met4.png
Scale bar: 20 microns. Cells faint in the background.
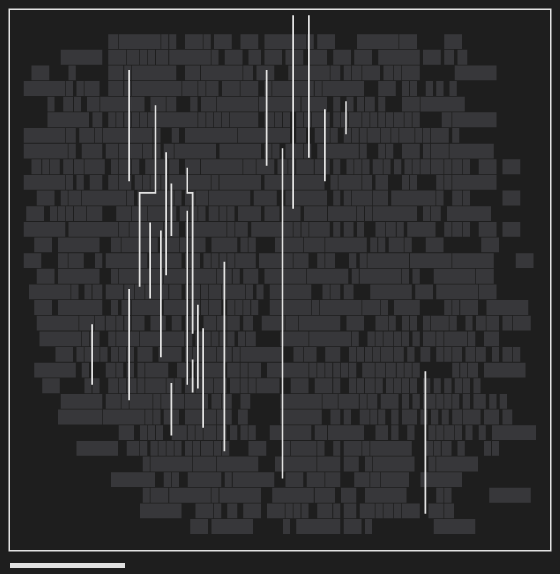
met2.png
Cells faint in the background.
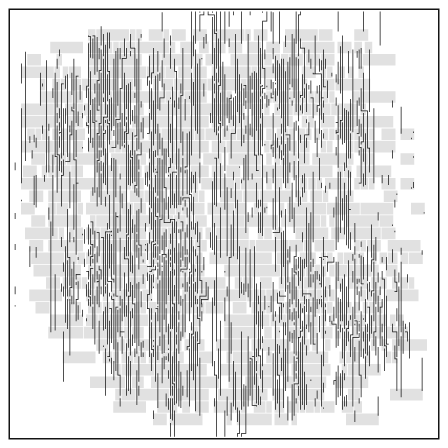
final_clocks.png
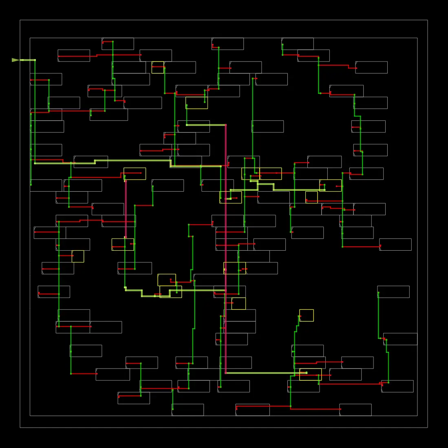
metal_stack.png
Only two layers are drawn.
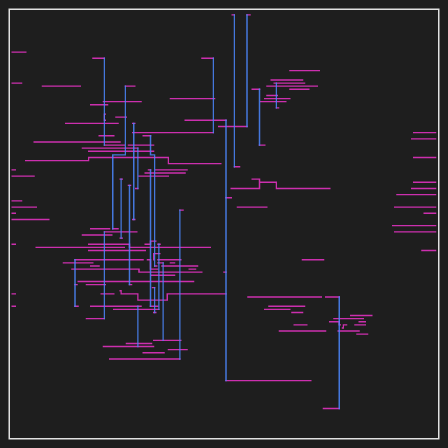
drive_strength.png
Scale bar: 20 microns.
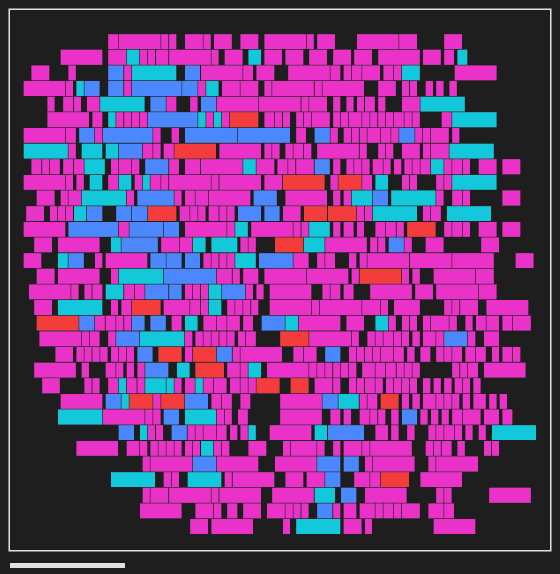
File: src/rtl/vga_timing_pkg.sv
// Shared VGA timing constants and types for the raster generator and the
// picture stage that consumes its scan position.
package vga_timing_pkg;

   // Coordinate width; every supported raster fits in 2048 columns/rows.
   localparam int COORD_W     = 11;
   localparam int FRAME_CNT_W = 16;

   // Default timing for the 50 MHz 1040 x 666 display path.
   localparam int DEFAULT_H_TOTAL      = 1040;
   localparam int DEFAULT_H_ACTIVE     = 900;
   localparam int DEFAULT_H_SYNC_START = 919;
   localparam int DEFAULT_H_SYNC_END   = 1039;
   localparam int DEFAULT_V_TOTAL      = 666;
   localparam int DEFAULT_V_ACTIVE     = 650;
   localparam int DEFAULT_V_SYNC_START = 659;
   localparam int DEFAULT_V_SYNC_END   = 665;
   localparam int DEFAULT_TICK_CYCLES  = 12_500_000;
   localparam int DEFAULT_PIPE_DELAY   = 1;

   typedef logic [COORD_W-1:0]     coord_t;
   typedef logic [FRAME_CNT_W-1:0] frame_cnt_t;

   // The three level signals that travel down the sync delay line together.
   typedef struct packed {
      logic hsync_n;
      logic vsync_n;
      logic de;
   } sync_bus_t;

   // Idle level of the sync bus: both syncs deasserted, outside active area.
   localparam logic [2:0] SYNC_RESET_BITS = 3'b110;

   // Width of the animation tick counter; never narrower than one bit.
   function automatic int tickWidth(input int cycles);
      return (cycles <= 2) ? 1 : $clog2(cycles);
   endfunction

endpackage

File: src/rtl/vga_timing_gen_if.sv
// Raster timing bundle from the timing generator to the picture stage.
interface vga_timing_gen_if;
   import vga_timing_pkg::*;

   coord_t     col;
   coord_t     row;
   logic       hsync_n;
   logic       vsync_n;
   logic       de;
   logic       line_start;
   logic       frame_start;
   logic       anim_tick;
   logic       anim_phase;
   frame_cnt_t frame_cnt;
   logic       hsync_n_d;
   logic       vsync_n_d;
   logic       de_d;

   modport master (
      output col, row, hsync_n, vsync_n, de, line_start, frame_start,
             anim_tick, anim_phase, frame_cnt, hsync_n_d, vsync_n_d, de_d
   );

   modport slave (
      input  col, row, hsync_n, vsync_n, de, line_start, frame_start,
             anim_tick, anim_phase, frame_cnt, hsync_n_d, vsync_n_d, de_d
   );

endinterface

File: src/rtl/sync_delay_line.sv
// Resettable shift register of configurable depth. Depth zero is a plain
// wire, so callers can line up sync signals with a pipeline of any length.
module sync_delay_line #(
   parameter int               DEPTH       = 1,
   parameter int               WIDTH       = 3,
   parameter logic [WIDTH-1:0] RESET_VALUE = '0
) (
   input  logic             CLK,
   input  logic             rst,
   input  logic [WIDTH-1:0] d,
   output logic [WIDTH-1:0] q
);

   if (DEPTH == 0) begin : g_pass
      // With no stages the clock and reset have nothing to drive.
      logic unusedClockReset;
      assign unusedClockReset = CLK ^ rst;
      assign q = d;
   end else begin : g_shift
      logic [WIDTH-1:0] stages [DEPTH];

      // Every stage loads the idle pattern on reset so the delayed copies
      // show inactive levels until real data has propagated through.
      always_ff @(posedge CLK) begin
         if (rst) begin
            for (int i = 0; i < DEPTH; i++) begin
               stages[i] <= RESET_VALUE;
            end
         end else begin
            stages[0] <= d;
            for (int i = 1; i < DEPTH; i++) begin
               stages[i] <= stages[i-1];
            end
         end
      end

      assign q = stages[DEPTH-1];
   end

endmodule

File: src/rtl/vga_timing_gen.sv
// Free-running VGA raster timing generator: scan position, sync pulses,
// data enable, line/frame markers, a frame-aligned animation tick and sync
// copies delayed to match the downstream registered RGB output.
module vga_timing_gen
   import vga_timing_pkg::*;
#(
   parameter int H_TOTAL      = DEFAULT_H_TOTAL,
   parameter int H_ACTIVE     = DEFAULT_H_ACTIVE,
   parameter int H_SYNC_START = DEFAULT_H_SYNC_START,
   parameter int H_SYNC_END   = DEFAULT_H_SYNC_END,
   parameter int V_TOTAL      = DEFAULT_V_TOTAL,
   parameter int V_ACTIVE     = DEFAULT_V_ACTIVE,
   parameter int V_SYNC_START = DEFAULT_V_SYNC_START,
   parameter int V_SYNC_END   = DEFAULT_V_SYNC_END,
   parameter int TICK_CYCLES  = DEFAULT_TICK_CYCLES,
   parameter int PIPE_DELAY   = DEFAULT_PIPE_DELAY
) (
   input logic              CLK,
   input logic              rst,
   vga_timing_gen_if.master vga
);

   // One extra bit so bounds equal to 2048 still compare correctly.
   typedef logic [COORD_W:0] ext_t;

   localparam int TC_W = tickWidth(TICK_CYCLES);

   localparam coord_t H_LAST = coord_t'(H_TOTAL - 1);
   localparam coord_t V_LAST = coord_t'(V_TOTAL - 1);
   localparam ext_t   H_ACT  = ext_t'(H_ACTIVE);
   localparam ext_t   H_SS   = ext_t'(H_SYNC_START);
   localparam ext_t   H_SE   = ext_t'(H_SYNC_END);
   localparam ext_t   V_ACT  = ext_t'(V_ACTIVE);
   localparam ext_t   V_SS   = ext_t'(V_SYNC_START);
   localparam ext_t   V_SE   = ext_t'(V_SYNC_END);

   localparam logic [TC_W-1:0] TC_LAST = TC_W'(TICK_CYCLES - 1);

   // Reject geometries the counters or decode cannot represent.
   if (H_TOTAL > 2048 || V_TOTAL > 2048) begin : g_err_total
      $error("vga_timing_gen: H_TOTAL and V_TOTAL must not exceed 2048");
   end
   if (H_SYNC_END <= H_SYNC_START || V_SYNC_END <= V_SYNC_START) begin : g_err_sync_order
      $error("vga_timing_gen: sync end must be after sync start");
   end
   if (H_SYNC_START < H_ACTIVE || V_SYNC_START < V_ACTIVE) begin : g_err_sync_overlap
      $error("vga_timing_gen: sync window overlaps the active area");
   end
   if (H_SYNC_END > H_TOTAL || V_SYNC_END > V_TOTAL) begin : g_err_sync_range
      $error("vga_timing_gen: sync window extends past the line or frame");
   end
   if (PIPE_DELAY < 0 || PIPE_DELAY > 8) begin : g_err_delay
      $error("vga_timing_gen: PIPE_DELAY must be within 0..8");
   end
   if (TICK_CYCLES < 1) begin : g_err_tick
      $error("vga_timing_gen: TICK_CYCLES must be at least 1");
   end

   coord_t          hc;
   coord_t          vc;
   logic [TC_W-1:0] tc;
   logic            pending;

   coord_t     colQ;
   coord_t     rowQ;
   logic       hsyncNQ;
   logic       vsyncNQ;
   logic       deQ;
   logic       lineStartQ;
   logic       frameStartQ;
   logic       animTickQ;
   logic       animPhaseQ;
   frame_cnt_t frameCntQ;

   sync_bus_t  syncNow;
   sync_bus_t  syncDelayed;

   logic hcWrap;
   logic vcWrap;
   logic tcWrap;
   logic lineStartNow;
   logic frameStartNow;
   logic fireTick;
   logic hsyncActive;
   logic vsyncActive;
   logic activeArea;

   assign hcWrap        = (hc == H_LAST);
   assign vcWrap        = (vc == V_LAST);
   assign tcWrap        = (tc == TC_LAST);
   assign lineStartNow  = (hc == '0);
   assign frameStartNow = lineStartNow && (vc == '0);
   assign fireTick      = frameStartNow && (pending || tcWrap);
   assign hsyncActive   = ({1'b0, hc} >= H_SS) && ({1'b0, hc} < H_SE);
   assign vsyncActive   = ({1'b0, vc} >= V_SS) && ({1'b0, vc} < V_SE);
   assign activeArea    = ({1'b0, hc} < H_ACT) && ({1'b0, vc} < V_ACT);

   // Raster scan counters: the column runs every clock and the row steps
   // whenever the column wraps, so (0,0) is the first pixel of each frame.
   always_ff @(posedge CLK) begin
      if (rst) begin
         hc <= '0;
         vc <= '0;
      end else if (hcWrap) begin
         hc <= '0;
         vc <= vcWrap ? '0 : vc + 1'b1;
      end else begin
         hc <= hc + 1'b1;
      end
   end

   // Animation interval timer. A wrap only requests a tick; the request is
   // held until the next frame start so motion never tears mid-frame, and
   // a wrap landing on a frame start is consumed immediately instead.
   always_ff @(posedge CLK) begin
      if (rst) begin
         tc      <= '0;
         pending <= 1'b0;
      end else begin
         tc <= tcWrap ? '0 : tc + 1'b1;
         if (frameStartNow) begin
            pending <= 1'b0;
         end else if (tcWrap) begin
            pending <= 1'b1;
         end
      end
   end

   // All outputs are decoded from the same counter snapshot and registered
   // together, so downstream logic sees them aligned on one clock.
   always_ff @(posedge CLK) begin
      if (rst) begin
         colQ        <= '0;
         rowQ        <= '0;
         hsyncNQ     <= 1'b1;
         vsyncNQ     <= 1'b1;
         deQ         <= 1'b0;
         lineStartQ  <= 1'b0;
         frameStartQ <= 1'b0;
         animTickQ   <= 1'b0;
         animPhaseQ  <= 1'b0;
         frameCntQ   <= '0;
      end else begin
         colQ        <= hc;
         rowQ        <= vc;
         hsyncNQ     <= ~hsyncActive;
         vsyncNQ     <= ~vsyncActive;
         deQ         <= activeArea;
         lineStartQ  <= lineStartNow;
         frameStartQ <= frameStartNow;
         animTickQ   <= fireTick;
         if (fireTick) begin
            animPhaseQ <= ~animPhaseQ;
         end
         if (frameStartNow) begin
            frameCntQ <= frameCntQ + 1'b1;
         end
      end
   end

   assign syncNow = '{hsync_n: hsyncNQ, vsync_n: vsyncNQ, de: deQ};

   sync_delay_line #(
      .DEPTH       (PIPE_DELAY),
      .WIDTH       (3),
      .RESET_VALUE (SYNC_RESET_BITS)
   ) u_sync_delay (
      .CLK (CLK),
      .rst (rst),
      .d   (syncNow),
      .q   (syncDelayed)
   );

   assign vga.col         = colQ;
   assign vga.row         = rowQ;
   assign vga.hsync_n     = hsyncNQ;
   assign vga.vsync_n     = vsyncNQ;
   assign vga.de          = deQ;
   assign vga.line_start  = lineStartQ;
   assign vga.frame_start = frameStartQ;
   assign vga.anim_tick   = animTickQ;
   assign vga.anim_phase  = animPhaseQ;
   assign vga.frame_cnt   = frameCntQ;
   assign vga.hsync_n_d   = syncDelayed.hsync_n;
   assign vga.vsync_n_d   = syncDelayed.vsync_n;
   assign vga.de_d        = syncDelayed.de;

endmodule

File: src/flat_wrapper.sv
// flat-port wrapper written by rule: the top's interface ports become plain ports
module vga_timing_gen_flat import vga_timing_pkg::*;
#(
   parameter int H_TOTAL      = DEFAULT_H_TOTAL,
   parameter int H_ACTIVE     = DEFAULT_H_ACTIVE,
   parameter int H_SYNC_START = DEFAULT_H_SYNC_START,
   parameter int H_SYNC_END   = DEFAULT_H_SYNC_END,
   parameter int V_TOTAL      = DEFAULT_V_TOTAL,
   parameter int V_ACTIVE     = DEFAULT_V_ACTIVE,
   parameter int V_SYNC_START = DEFAULT_V_SYNC_START,
   parameter int V_SYNC_END   = DEFAULT_V_SYNC_END,
   parameter int TICK_CYCLES  = DEFAULT_TICK_CYCLES,
   parameter int PIPE_DELAY   = DEFAULT_PIPE_DELAY
)
  (CLK, rst, vga_col, vga_row, vga_hsync_n, vga_vsync_n, vga_de, vga_line_start, vga_frame_start, vga_anim_tick, vga_anim_phase, vga_frame_cnt, vga_hsync_n_d, vga_vsync_n_d, vga_de_d);
  vga_timing_gen_if vga_i ();
  input logic CLK;
  input logic rst;
  output wire logic [$bits(vga_i.col)-1:0] vga_col;
  output wire logic [$bits(vga_i.row)-1:0] vga_row;
  output wire logic [$bits(vga_i.hsync_n)-1:0] vga_hsync_n;
  output wire logic [$bits(vga_i.vsync_n)-1:0] vga_vsync_n;
  output wire logic [$bits(vga_i.de)-1:0] vga_de;
  output wire logic [$bits(vga_i.line_start)-1:0] vga_line_start;
  output wire logic [$bits(vga_i.frame_start)-1:0] vga_frame_start;
  output wire logic [$bits(vga_i.anim_tick)-1:0] vga_anim_tick;
  output wire logic [$bits(vga_i.anim_phase)-1:0] vga_anim_phase;
  output wire logic [$bits(vga_i.frame_cnt)-1:0] vga_frame_cnt;
  output wire logic [$bits(vga_i.hsync_n_d)-1:0] vga_hsync_n_d;
  output wire logic [$bits(vga_i.vsync_n_d)-1:0] vga_vsync_n_d;
  output wire logic [$bits(vga_i.de_d)-1:0] vga_de_d;
  assign vga_col = vga_i.col;
  assign vga_row = vga_i.row;
  assign vga_hsync_n = vga_i.hsync_n;
  assign vga_vsync_n = vga_i.vsync_n;
  assign vga_de = vga_i.de;
  assign vga_line_start = vga_i.line_start;
  assign vga_frame_start = vga_i.frame_start;
  assign vga_anim_tick = vga_i.anim_tick;
  assign vga_anim_phase = vga_i.anim_phase;
  assign vga_frame_cnt = vga_i.frame_cnt;
  assign vga_hsync_n_d = vga_i.hsync_n_d;
  assign vga_vsync_n_d = vga_i.vsync_n_d;
  assign vga_de_d = vga_i.de_d;
  vga_timing_gen #(.H_TOTAL(H_TOTAL), .H_ACTIVE(H_ACTIVE), .H_SYNC_START(H_SYNC_START), .H_SYNC_END(H_SYNC_END), .V_TOTAL(V_TOTAL), .V_ACTIVE(V_ACTIVE), .V_SYNC_START(V_SYNC_START), .V_SYNC_END(V_SYNC_END), .TICK_CYCLES(TICK_CYCLES), .PIPE_DELAY(PIPE_DELAY)) u_core (.CLK(CLK), .rst(rst), .vga(vga_i));
endmodule
File: config.mk
export PLATFORM = sky130hd
export DESIGN_NAME = vga_timing_gen_flat
export DESIGN_NICKNAME = d
export VERILOG_FILES = /design/src/rtl/vga_timing_pkg.sv /design/src/rtl/vga_timing_gen_if.sv /design/src/rtl/sync_delay_line.sv /design/src/rtl/vga_timing_gen.sv /design/src/flat_wrapper.sv
export SDC_FILE = /design/constraint.sdc
export NUM_CORES = 1
export LEC_CHECK = 0
export ABC_AREA = 1
export CORE_MARGIN = 2
export CORE_UTILIZATION = 55
export DETAILED_ROUTE_END_ITERATION = 10
export PLACE_DENSITY = 0.84
export SLEW_MARGIN = 40
export SYNTH_ARGS = -nofsm -noshare
export SYNTH_HDL_FRONTEND = slang
export SYNTH_SLANG_ARGS = --single-unit
File: constraint.sdc
create_clock -name CLK -period 1.5 [get_ports CLK]
set_input_delay 0.225 -clock CLK [delete_from_list [all_inputs] [get_ports CLK]]
set_output_delay 0.225 -clock CLK [all_outputs]
set_load 0.03 [all_outputs]
==> reports/metrics.cfg <==
[grt]
use_met3_pct = 5.54
grt_pass1_wl_microns = 19000
grt-ovfl-total = 0
grt_pass1_vias = 4276

[synth]
ys_async_sr_fraction_pct = 0
edf_count = 0
syn-mean-instance-area_sq_um = 7.09
fp_nets = 636
simple_gate_area_share_pct = 37.6
syn-cell-area_sq_um = 4440

[cts]
cts_tree = done
cts_root_buf = clkbuf_8
cts_buffer_depth = 2
cts_hold_buf = 0

[die]
core_sq_um = 7770
fp_util_pct = 57.2
ios = 50
nWellTaps = 102

[worst_setup_path]
path_buffers = 1
rr_endpoint = u_core.vc[4]
cp-startpoint = u_core.hc[9]
rr_worst_depth = 8

[timing]
finalMaxSlewViolations = 0
postLayoutSetupSlackWorst_ns = -0.0584
min_period_ns = 1.56
finalHoldViolations = 0
worstMarginPinSlew_ns = 0.363
setup-violations-final = 24
rsz0062_at_grt = yes

[route]
routed_via_density = 5.48
top_layer_used = met4

[layout]
buffers_excl_clock = 92
largest_reg_flops = 24
max_flop_register = u_core.tc
sh_comb_area_pct = 42.2
lay_top_cells = 147 x nand2_1, 104 x nor2_1, 73 x dfxtp_1
post_layout_nonfiller_instances = 826
logic_area_sq_um = 2420

[run_status]
violations = setup timing
status = finished, violations left

[place]
gp_congestion = 0.923

## Picture notes: met4.png
21 nets have wire on it. The wires run mostly vertical. The layer holds 3.9% of the routed length. The layer carries 458 microns of wire. The longest straight run is 57.1 microns.

## Picture notes: met2.png
The layer carries 5930 microns of wire. 612 nets have wire on it. The wires run mostly vertical. The longest straight run is 32.0 microns. The layer holds 50% of the routed length.

## Picture notes: final_clocks.png
Worst-Skew Late Latency: 0.37 ns
clock-net power: 1.62 mW
final setup skew: 0.0150 ns
CTS Buf Count: 9

## Picture notes: metal_stack.png
Magenta marks met3, wire length 794 microns. Blue marks met4, wire length 458 microns.

## Picture notes: drive_strength.png
Cyan marks drive 2, cells 67, share 9.3%. Magenta marks drive 1 or less, cells 571, share 79%. Red marks drive 6 and up, cells 22, share 3.0%. Blue marks drive 3 to 4, cells 64, share 8.8%.

report_power, final:
| group | internal [mW] | switching (mW) | total, mW |
|---|---|---|---|
| clock | 0.637 | 0.987 | 1.62 |
| combinational | 0.132 | 0.220 | 0.352 |
| sequential | 2.55 | 0.0345 | 2.59 |
stage by stage:
step           instance area, sq um  TNS, ns  power (mW)  hold WS, ns  worst slack [ns]
2_1_floorplan                  4450        0        2.85        0.316            0.0277
3_3_place_gp                   5220        0        2.93        0.444            0.0495
3_5_place_dp                   5220   -0.112        2.94        0.439           -0.0544
4_1_cts                        5470        0        4.55        0.245           0.00287
5_1_grt                        5750    -1.26        4.74        0.288           -0.0928
6_report                       5750   -0.445        4.56        0.274           -0.0584
synthesized netlist by cell type, types with 2 or more instances:
cell type	number	area [sq um]
nand2_1	153	574
nor2_1	116	435
dfxtp_1	95	1900
inv_1	62	233
nand3_1	38	190
a21oi_1	35	175
nor3_1	17	85.1
nand4_1	16	100
xor2_1	12	105
o21ai_0	10	50.1
xnor2_1	10	87.6
ha_1	7	87.6
nand3b_1	6	45.0
nor2_4	6	67.6
nand2_2	4	25.0
nor2_2	4	25.0
nor3_2	4	40.0
buf_1	3	11.3
buf_4	3	22.5
buf_6	3	33.8
inv_2	3	11.3
a31oi_1	2	12.5
clkbuf_1	2	7.51
nand3_2	2	20.0
nor4_1	2	12.5
or2_0	2	12.5
or2_2	2	12.5
logic make-up (layout without fill, tap and decap cells):
| logic type | after synthesis | count (layout) |
|---|---|---|
| fa+ha+maj | 7 | 7 |
| flops | 95 | 95 |
| buf+inv | 77 | 174 |
| xor+xnor | 22 | 22 |
| simple gates | 375 | 375 |
| compound gates | 51 | 51 |
Power and IR drop assume default switching activity.
